==> images/layers.png <==
Scale bar: 20 um.
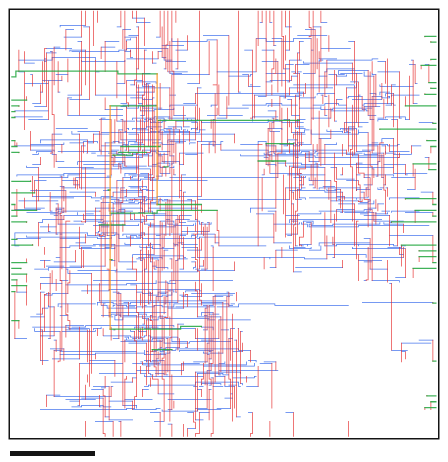
==> images/class_map.png <==
Scale bar: 20 um. Fill, decap, tap and diode cells in gray.
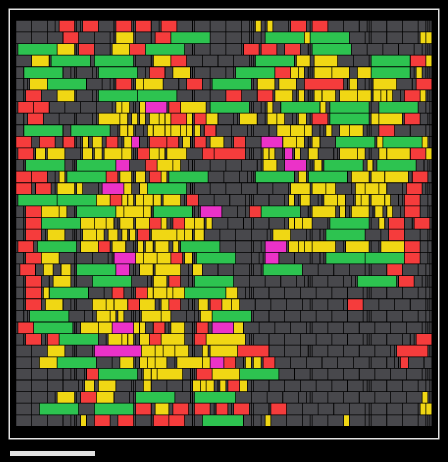
==> images/ff_map.png <==
Scale bar: 20 um.
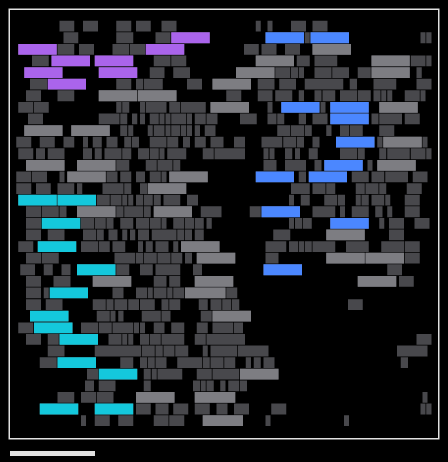
==> images/placed.png <==
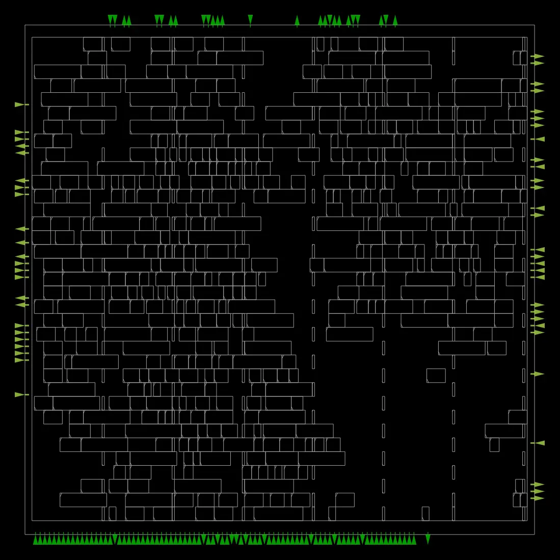
==> images/gates.png <==
Scale bar: 20 um.
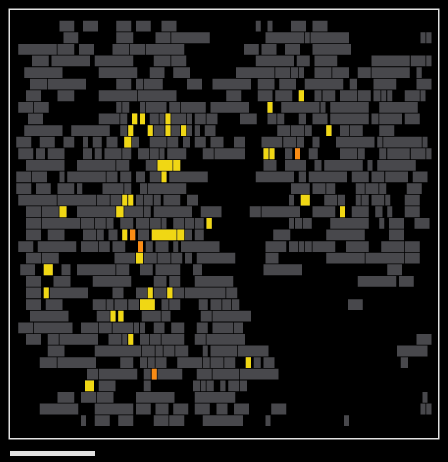
[config.mk]
export PLATFORM = sky130hd
export DESIGN_NAME = capture_readout
export DESIGN_NICKNAME = d
export VERILOG_FILES = /design/src/rtl/capture_readout.sv
export SDC_FILE = /design/constraint.sdc
export NUM_CORES = 1
export LEC_CHECK = 0
export CAP_MARGIN = 10
export CORE_UTILIZATION = 38
export CTS_CLUSTER_DIAMETER = 30
export DETAILED_ROUTE_END_ITERATION = 6
export PLACE_DENSITY = 0.76
export SETUP_SLACK_MARGIN = 0.2
export SYNTH_ARGS = -nofsm -noshare
export SYNTH_HDL_FRONTEND = slang
export SYNTH_SLANG_ARGS = --single-unit
export TNS_END_PERCENT = 20
[constraint.sdc]
create_clock -name clk -period 2.53 [get_ports clk]
set_clock_uncertainty 0.2 [all_clocks]
set_input_delay 0.506 -clock clk [delete_from_list [all_inputs] [get_ports clk]]
set_output_delay 0.506 -clock clk [all_outputs]
set_load 0.02 [all_outputs]
[src/rtl/capture_readout.sv]
// Streams a window of the capture RAM to the host link, one sample per handshake.
// Latency: start edge to first tx_valid is 3 cycles; best case one sample per 3 cycles.
// Backpressure: tx_data/tx_valid are held until tx_ready; no new RAM read is issued meanwhile.
// Optional checksum trailer byte is compiled in with `define READOUT_CHECKSUM_EN.
module capture_readout #(
   parameter int ADDR_W = 12,
   parameter int DATA_W = 8
) (
   input  logic              clk,
   input  logic              resetn,
   input  logic [31:0]       control,
   input  logic [31:0]       config0,
   input  logic [31:0]       config1,
   output logic [31:0]       status,
   output logic [ADDR_W-1:0] address,
   output logic              en,
   input  logic [DATA_W-1:0] datain,
   output logic [DATA_W-1:0] tx_data,
   output logic              tx_valid,
   input  logic              tx_ready
);

`ifdef READOUT_CHECKSUM_EN
   typedef enum logic [2:0] {
      S_IDLE  = 3'd0,
      S_ISSUE = 3'd1,
      S_WAIT  = 3'd2,
      S_HOLD  = 3'd3,
      S_DONE  = 3'd4,
      S_TRAIL = 3'd5
   } state_t;
`else
   typedef enum logic [2:0] {
      S_IDLE  = 3'd0,
      S_ISSUE = 3'd1,
      S_WAIT  = 3'd2,
      S_HOLD  = 3'd3,
      S_DONE  = 3'd4
   } state_t;
`endif

   state_t            state, state_nx;
   logic              start_q, start_q_nx;
   // armed stays low after reset until control[0] has been seen low, so a
   // start bit that is already high when reset releases cannot launch a readout
   logic              armed, armed_nx;
   logic [ADDR_W-1:0] ptr, ptr_nx;
   logic [ADDR_W:0]   cnt, cnt_nx;
   logic [ADDR_W:0]   sent, sent_nx;
   logic              busy, busy_nx;
   logic              done, done_nx;
   logic              aborted, aborted_nx;
   logic [ADDR_W-1:0] address_nx;
   logic              en_nx;
   logic [DATA_W-1:0] tx_data_nx;
   logic              tx_valid_nx;
   logic              start_edge;
   logic [ADDR_W:0]   sent_inc;
   logic [ADDR_W-1:0] ptr_inc;
`ifdef READOUT_CHECKSUM_EN
   logic [DATA_W-1:0] xsum, xsum_nx;
`endif
   logic              unused_bits;

   assign unused_bits = ^{control[31:2], config0[31:ADDR_W], config1[31:ADDR_W+1]};
   assign start_edge  = control[0] & ~start_q & armed;
   assign sent_inc    = sent + (ADDR_W+1)'(1);
   // the pointer is exactly ADDR_W wide, so the increment wraps the circular buffer
   assign ptr_inc     = ptr + ADDR_W'(1);

   assign status = {16'(sent), 13'd0, aborted, done, busy};

   // next-state and datapath decisions; every register keeps its value unless changed
   always_comb begin
      state_nx    = state;
      start_q_nx  = control[0];
      armed_nx    = armed | ~control[0];
      ptr_nx      = ptr;
      cnt_nx      = cnt;
      sent_nx     = sent;
      busy_nx     = busy;
      done_nx     = done;
      aborted_nx  = aborted;
      address_nx  = address;
      en_nx       = 1'b0;
      tx_data_nx  = tx_data;
      tx_valid_nx = tx_valid;
`ifdef READOUT_CHECKSUM_EN
      xsum_nx     = xsum;
`endif
      if (busy && control[1]) begin
         // abort wins over everything while a readout is in flight
         state_nx    = S_IDLE;
         busy_nx     = 1'b0;
         aborted_nx  = 1'b1;
         tx_valid_nx = 1'b0;
         en_nx       = 1'b0;
      end else begin
         case (state)
            S_IDLE: begin
               if (start_edge && !control[1]) begin
                  cnt_nx     = config1[ADDR_W:0];
                  ptr_nx     = config0[ADDR_W-1:0];
                  sent_nx    = '0;
                  done_nx    = 1'b0;
                  aborted_nx = 1'b0;
`ifdef READOUT_CHECKSUM_EN
                  xsum_nx    = '0;
`endif
                  if (config1[ADDR_W:0] == '0) begin
                     state_nx = S_DONE;
                     busy_nx  = 1'b0;
                     done_nx  = 1'b1;
                  end else begin
                     state_nx   = S_ISSUE;
                     busy_nx    = 1'b1;
                     en_nx      = 1'b1;
                     address_nx = config0[ADDR_W-1:0];
                  end
               end
            end
            S_ISSUE: begin
               state_nx = S_WAIT;
            end
            S_WAIT: begin
               tx_data_nx  = datain;
               tx_valid_nx = 1'b1;
               state_nx    = S_HOLD;
            end
            S_HOLD: begin
               if (tx_ready) begin
                  tx_valid_nx = 1'b0;
                  sent_nx     = sent_inc;
                  ptr_nx      = ptr_inc;
`ifdef READOUT_CHECKSUM_EN
                  xsum_nx     = xsum ^ tx_data;
`endif
                  if (sent_inc == cnt) begin
`ifdef READOUT_CHECKSUM_EN
                     state_nx    = S_TRAIL;
                     tx_data_nx  = xsum ^ tx_data;
                     tx_valid_nx = 1'b1;
`else
                     state_nx = S_DONE;
                     busy_nx  = 1'b0;
                     done_nx  = 1'b1;
`endif
                  end else begin
                     state_nx   = S_ISSUE;
                     en_nx      = 1'b1;
                     address_nx = ptr_inc;
                  end
               end
            end
`ifdef READOUT_CHECKSUM_EN
            S_TRAIL: begin
               if (tx_ready) begin
                  tx_valid_nx = 1'b0;
                  state_nx    = S_DONE;
                  busy_nx     = 1'b0;
                  done_nx     = 1'b1;
               end
            end
`endif
            S_DONE: begin
               state_nx = S_IDLE;
            end
            default: begin
               state_nx = S_IDLE;
            end
         endcase
      end
   end

   // state and datapath registers with asynchronous clear
   always_ff @(posedge clk or negedge resetn) begin
      if (!resetn) begin
         state    <= S_IDLE;
         start_q  <= 1'b0;
         armed    <= 1'b0;
         ptr      <= '0;
         cnt      <= '0;
         sent     <= '0;
         busy     <= 1'b0;
         done     <= 1'b0;
         aborted  <= 1'b0;
         address  <= '0;
         en       <= 1'b0;
         tx_data  <= '0;
         tx_valid <= 1'b0;
`ifdef READOUT_CHECKSUM_EN
         xsum     <= '0;
`endif
      end else begin
         state    <= state_nx;
         start_q  <= start_q_nx;
         armed    <= armed_nx;
         ptr      <= ptr_nx;
         cnt      <= cnt_nx;
         sent     <= sent_nx;
         busy     <= busy_nx;
         done     <= done_nx;
         aborted  <= aborted_nx;
         address  <= address_nx;
         en       <= en_nx;
         tx_data  <= tx_data_nx;
         tx_valid <= tx_valid_nx;
`ifdef READOUT_CHECKSUM_EN
         xsum     <= xsum_nx;
`endif
      end
   end

endmodule

==> out/metrics.cfg <==
[timing]
hold-worst-slack_ns = 0.269
final.period_utilization_pct = 103
unrepaired_setup_endpoints_after_global_routing = yes
maxSlewViolCount = 0
timing.final.ws_setup_ns = -0.0859
achievable-frequency_mhz = 382
timing.max_slew.rel_slack_pct = 65.3
worstMarginPinSlew_ns = 0.521
final_period_minus_worst_setup_slack_ns = 2.62
setup_violations = 14

[placement]
placement.io_buffers = 75
gp_congestion = 0.852
post_dp_hpwl_um = 5980
detailed_place.area_um2 = 4780
placed_cell_count = 579

[power]
power_leakage_nw = 2.18
power-per-cell-area_nw_per_um2 = 1100
vdd_ir_drop_max_v = 0.000534

[logic_synthesis]
ys_cells = 356
synth_cell_type_count = 48
synthArstFlopShare_pct = 100
synth_top_flop_cell = dfrtp_1
synth_cells = 356
synthesis.area_um2 = 3670
seq_area_frac_synth_pct = 46.3
edf_count = 0
ys_chip_area_um2 = 3670
avgSynthCellArea_um2 = 10.3
ys_warn_count = 0

[drt]
detail_route.drc_violations = 0
highest_layer = met4
route.met2.wl_um = 4070
met1_length_um = 3970
drtPass1Iterations = 4
detail_route.iter0.violations = 99
wl_met3_um = 332

[die]
overall_die_area_um2 = 10100
io-pin-count = 161
die_width_um = 100
fp-utilization_pct = 39.6

[critical_path]
cp.arrival_ns = 2.66
critical_path.cell_chain = clkdlybuf4s50_1, nand4bb_1, or4_4, nand2b_4, nand2_1, nand2_1, a21oi_4, clkbuf_16, mux2_2
crit-reg2reg-capture = address[1]$_DFFE_PN0P_
worstSetupStartpoint = control[0]
crit_buf_inv = 2
worst_path_most_repeated_cell = nand2_1
worst_ep_required_time_ns = 2.57
timing.critical_path.slowest_cell_delay_ns = 0.50
worst_r2r_path_depth = 9
end_of_the_critical_path = address[2]$_DFFE_PN0P_
critical_path_depth = 9
criticalPathCategory = in2reg
cp_slowest_cell = clkdlybuf4s50_1
regToRegSetupSlack_ns = -0.07
cp-start-kind = input pin
critPathCaptureType = register
critPathMaxFanout = 6
worst_path_dominant_cell_family = simple AND/OR/NAND/NOR gates

[layout]
layout.comb_gates.multi_input = 264
layout.non_clock_inverters = 4
count_of_buffers_not_belonging_to_the_clock_network_in_the_layout = 118
antennaDiodeCount = 0
nClkBuffers = 9
final_net_count = 574
nonClkBufAreaFrac_pct = 22.1
synthToLayoutAreaGrowth_pct = 39.3
share_of_final_layout_standard_cells_stronger_than_drive_strength_1_pct = 26.6
largestClassByArea = logic gates
fillerInstances = 827

[status]
violations = setup timing
outcome = finished, violations left

[global_route]
grt_first_pass_wirelength_um = 14300
antenna_found_initial = 0
globalRouteMet3Util_pct = 3.62
met1_usage_pct = 23.7
use_met2_pct = 30.2
busiest_metal_layer_after_global_routing = met2
grt_pass1_vias = 3051

[min_path]
hold_path_class = reg2reg
min_from = armed$_DFF_PN0_

[cts]
cts_root_buffer = clkbuf_8
tritoncts_clock_tree = yes
clock_latency_ns = 0.35
tritoncts_num_sinks = 68
cts.reportedPaths.clkPinSlew_ns = 0.09

[run]
timing.max_cap.violations = 0
openroad.warnings = 98

Back to the opening pictures, layers.png:
[orange] M4 | wire length: 83.0 um
[green] M3 | wire length: 333 um
[blue] M1 | wire length: 3970 um
[red] M2 | wire length: 4070 um
global routing usage summed across all routing layers: 18.1%
DR vias: 2956
total routed wirelength: 8460 um

Back to the opening pictures, class_map.png:
[magenta] clock drivers and dummy loads | cells: 16 | share of their area: 4.0%
[green] registers | cells: 68 | share of their area: 34%
[yellow] remaining logic cells | cells: 268 | share of their area: 39%
[red] remaining buffers and delay cells | cells: 118 | share of their area: 23%
final core utilization: 55.1%
flip-flop and latch share of the layout cell area: 33.3%
Non-Filler Cell Area, Final: 5120 um2
core footprint: 9280 um2

Back to the opening pictures, ff_map.png:
[blue] ptr | placed flops: 12
[cyan] cnt | placed flops: 13
[purple] tx_data | placed flops: 8 | where: upper left
power consumed by sequential cells: 0.00186 W
flip-flop and latch area: 1710 um2

Back to the opening pictures, placed.png:
Tap Cells: 129
site row count: 35
flip-flops: 68

Back to the opening pictures, gates.png:
[yellow] nor cells | cells: 37
[orange] inv cells | cells: 4
share of cell area taken by multi-input logic gates: 37.3%
commonest non-fill, non-tap cell in the layout: clkdlybuf4s50_1
post-layout instance count excluding filler cells: 599

## state kept, by name, summed over array words and instances, names as in the netlist, 3 cells and up
signal   cells
ptr         12
cnt         13
tx_data      8
address     12
sent        13
state        3
## cell usage in the layout, fill, tap and decap left out, types with 8 or more instances in the layout
cell              n
mux2_4            9
xnor2_1          13
dfrtp_1          65
clkdlybuf4s50_1  74
xor2_1           16
buf_4            37
a31oi_1           8
a21oi_1           9
nand2_1          31
nand3_1          10
nor2_1           25
o21ai_0          28
mux2_2           32
conb_1           16
clkbuf_8          9
## timing repair
item,4_1_cts,5_1_grt
endpoints found under the hold margin,68,0
setup endpoints to repair,18,21
gates cloned,0,1
hold buffers,1,0
pin swaps,5,6
setup buffers,1,1
resized,8,12
## worst min-delay path by stage
stage                                to  slack, ns  cells past startpoint
floorplan           aborted$_DFFE_PN0P_       0.01                      0
global placement        armed$_DFF_PN0_       0.25                      1
detailed placement      armed$_DFF_PN0_       0.25                      1
CTS                     armed$_DFF_PN0_       0.27                      1
global route            armed$_DFF_PN0_       0.30                      1
finish                  armed$_DFF_PN0_       0.27                      1
## worst register-to-register path: cells and delay by family (launching register included)
| family | cells | cell delay, ns |
|---|---|---|
| buffers and inverters | 1 | 0.16 |
| AOI/OAI and AO/OA | 3 | 0.46 |
| and+or+nand+nor | 2 | 0.56 |
| muxes | 1 | 0.29 |
| DFF | 1 | 0.43 |
| xor gates and xnor gates | 1 | 0.11 |
| adders and majority gates | 1 | 0.28 |
## where the power goes
part | leakage, nW | switching [W] | total (W) | internal [W]
combinational | 1.24 | 0.00137 | 0.00284 | 0.00147
clock | 0.104 | 0.000451 | 0.000913 | 0.000462
sequential | 0.835 | 0.000334 | 0.00186 | 0.00153
total | 2.18 | 0.00216 | 0.00562 | 0.00346
## Yosys cell counts, drive strengths merged (2+ instances only)
library cell / number / area [um2]
dfrtp: 68 / 1700
mux2: 41 / 495
nand2: 31 / 116
o21ai: 30 / 150
nor2: 26 / 97.6
buf: 22 / 163
xor2: 16 / 140
xnor2: 14 / 123
clkbuf: 13 / 51.3
nand3: 12 / 65.1
a21oi: 11 / 58.8
a31oi: 9 / 56.3
nor3: 9 / 61.3
nand4: 8 / 56.3
nand2b: 6 / 37.5
inv: 4 / 15.0
o31ai: 4 / 30.0
and2: 3 / 18.8
and3: 3 / 18.8
o22a: 3 / 26.3
a21o: 2 / 15.0
ha: 2 / 25.0
nor4: 2 / 12.5
o211ai: 2 / 15.0
o311ai: 2 / 17.5
o41ai: 2 / 25.0
or2: 2 / 15.0
## logic make-up (layout without fill, tap and decap cells)
logic type | after synthesis | after routing | share of synthesized area, %
compound gates | 69 | 69 | 11.5
xor+xnor | 30 | 30 | 7.15
fa+ha+maj | 2 | 2 | 0.681
buf+inv | 39 | 138 | 6.23
flops | 68 | 68 | 46.3
mux | 41 | 41 | 13.5
other cells | 1 | 16 | 0.102
simple gates | 106 | 106 | 14.5
## through the flow
step	setup TNS [ns]	setup slack [ns]
2_1_floorplan	-0.718	-0.0787
3_3_place_gp	-5.23	-0.432
3_5_place_dp	-5.89	-0.466
4_1_cts	-1.82	-0.150
5_1_grt	-2.68	-0.208
6_report	-0.846	-0.0859
Power and IR drop assume default switching activity.
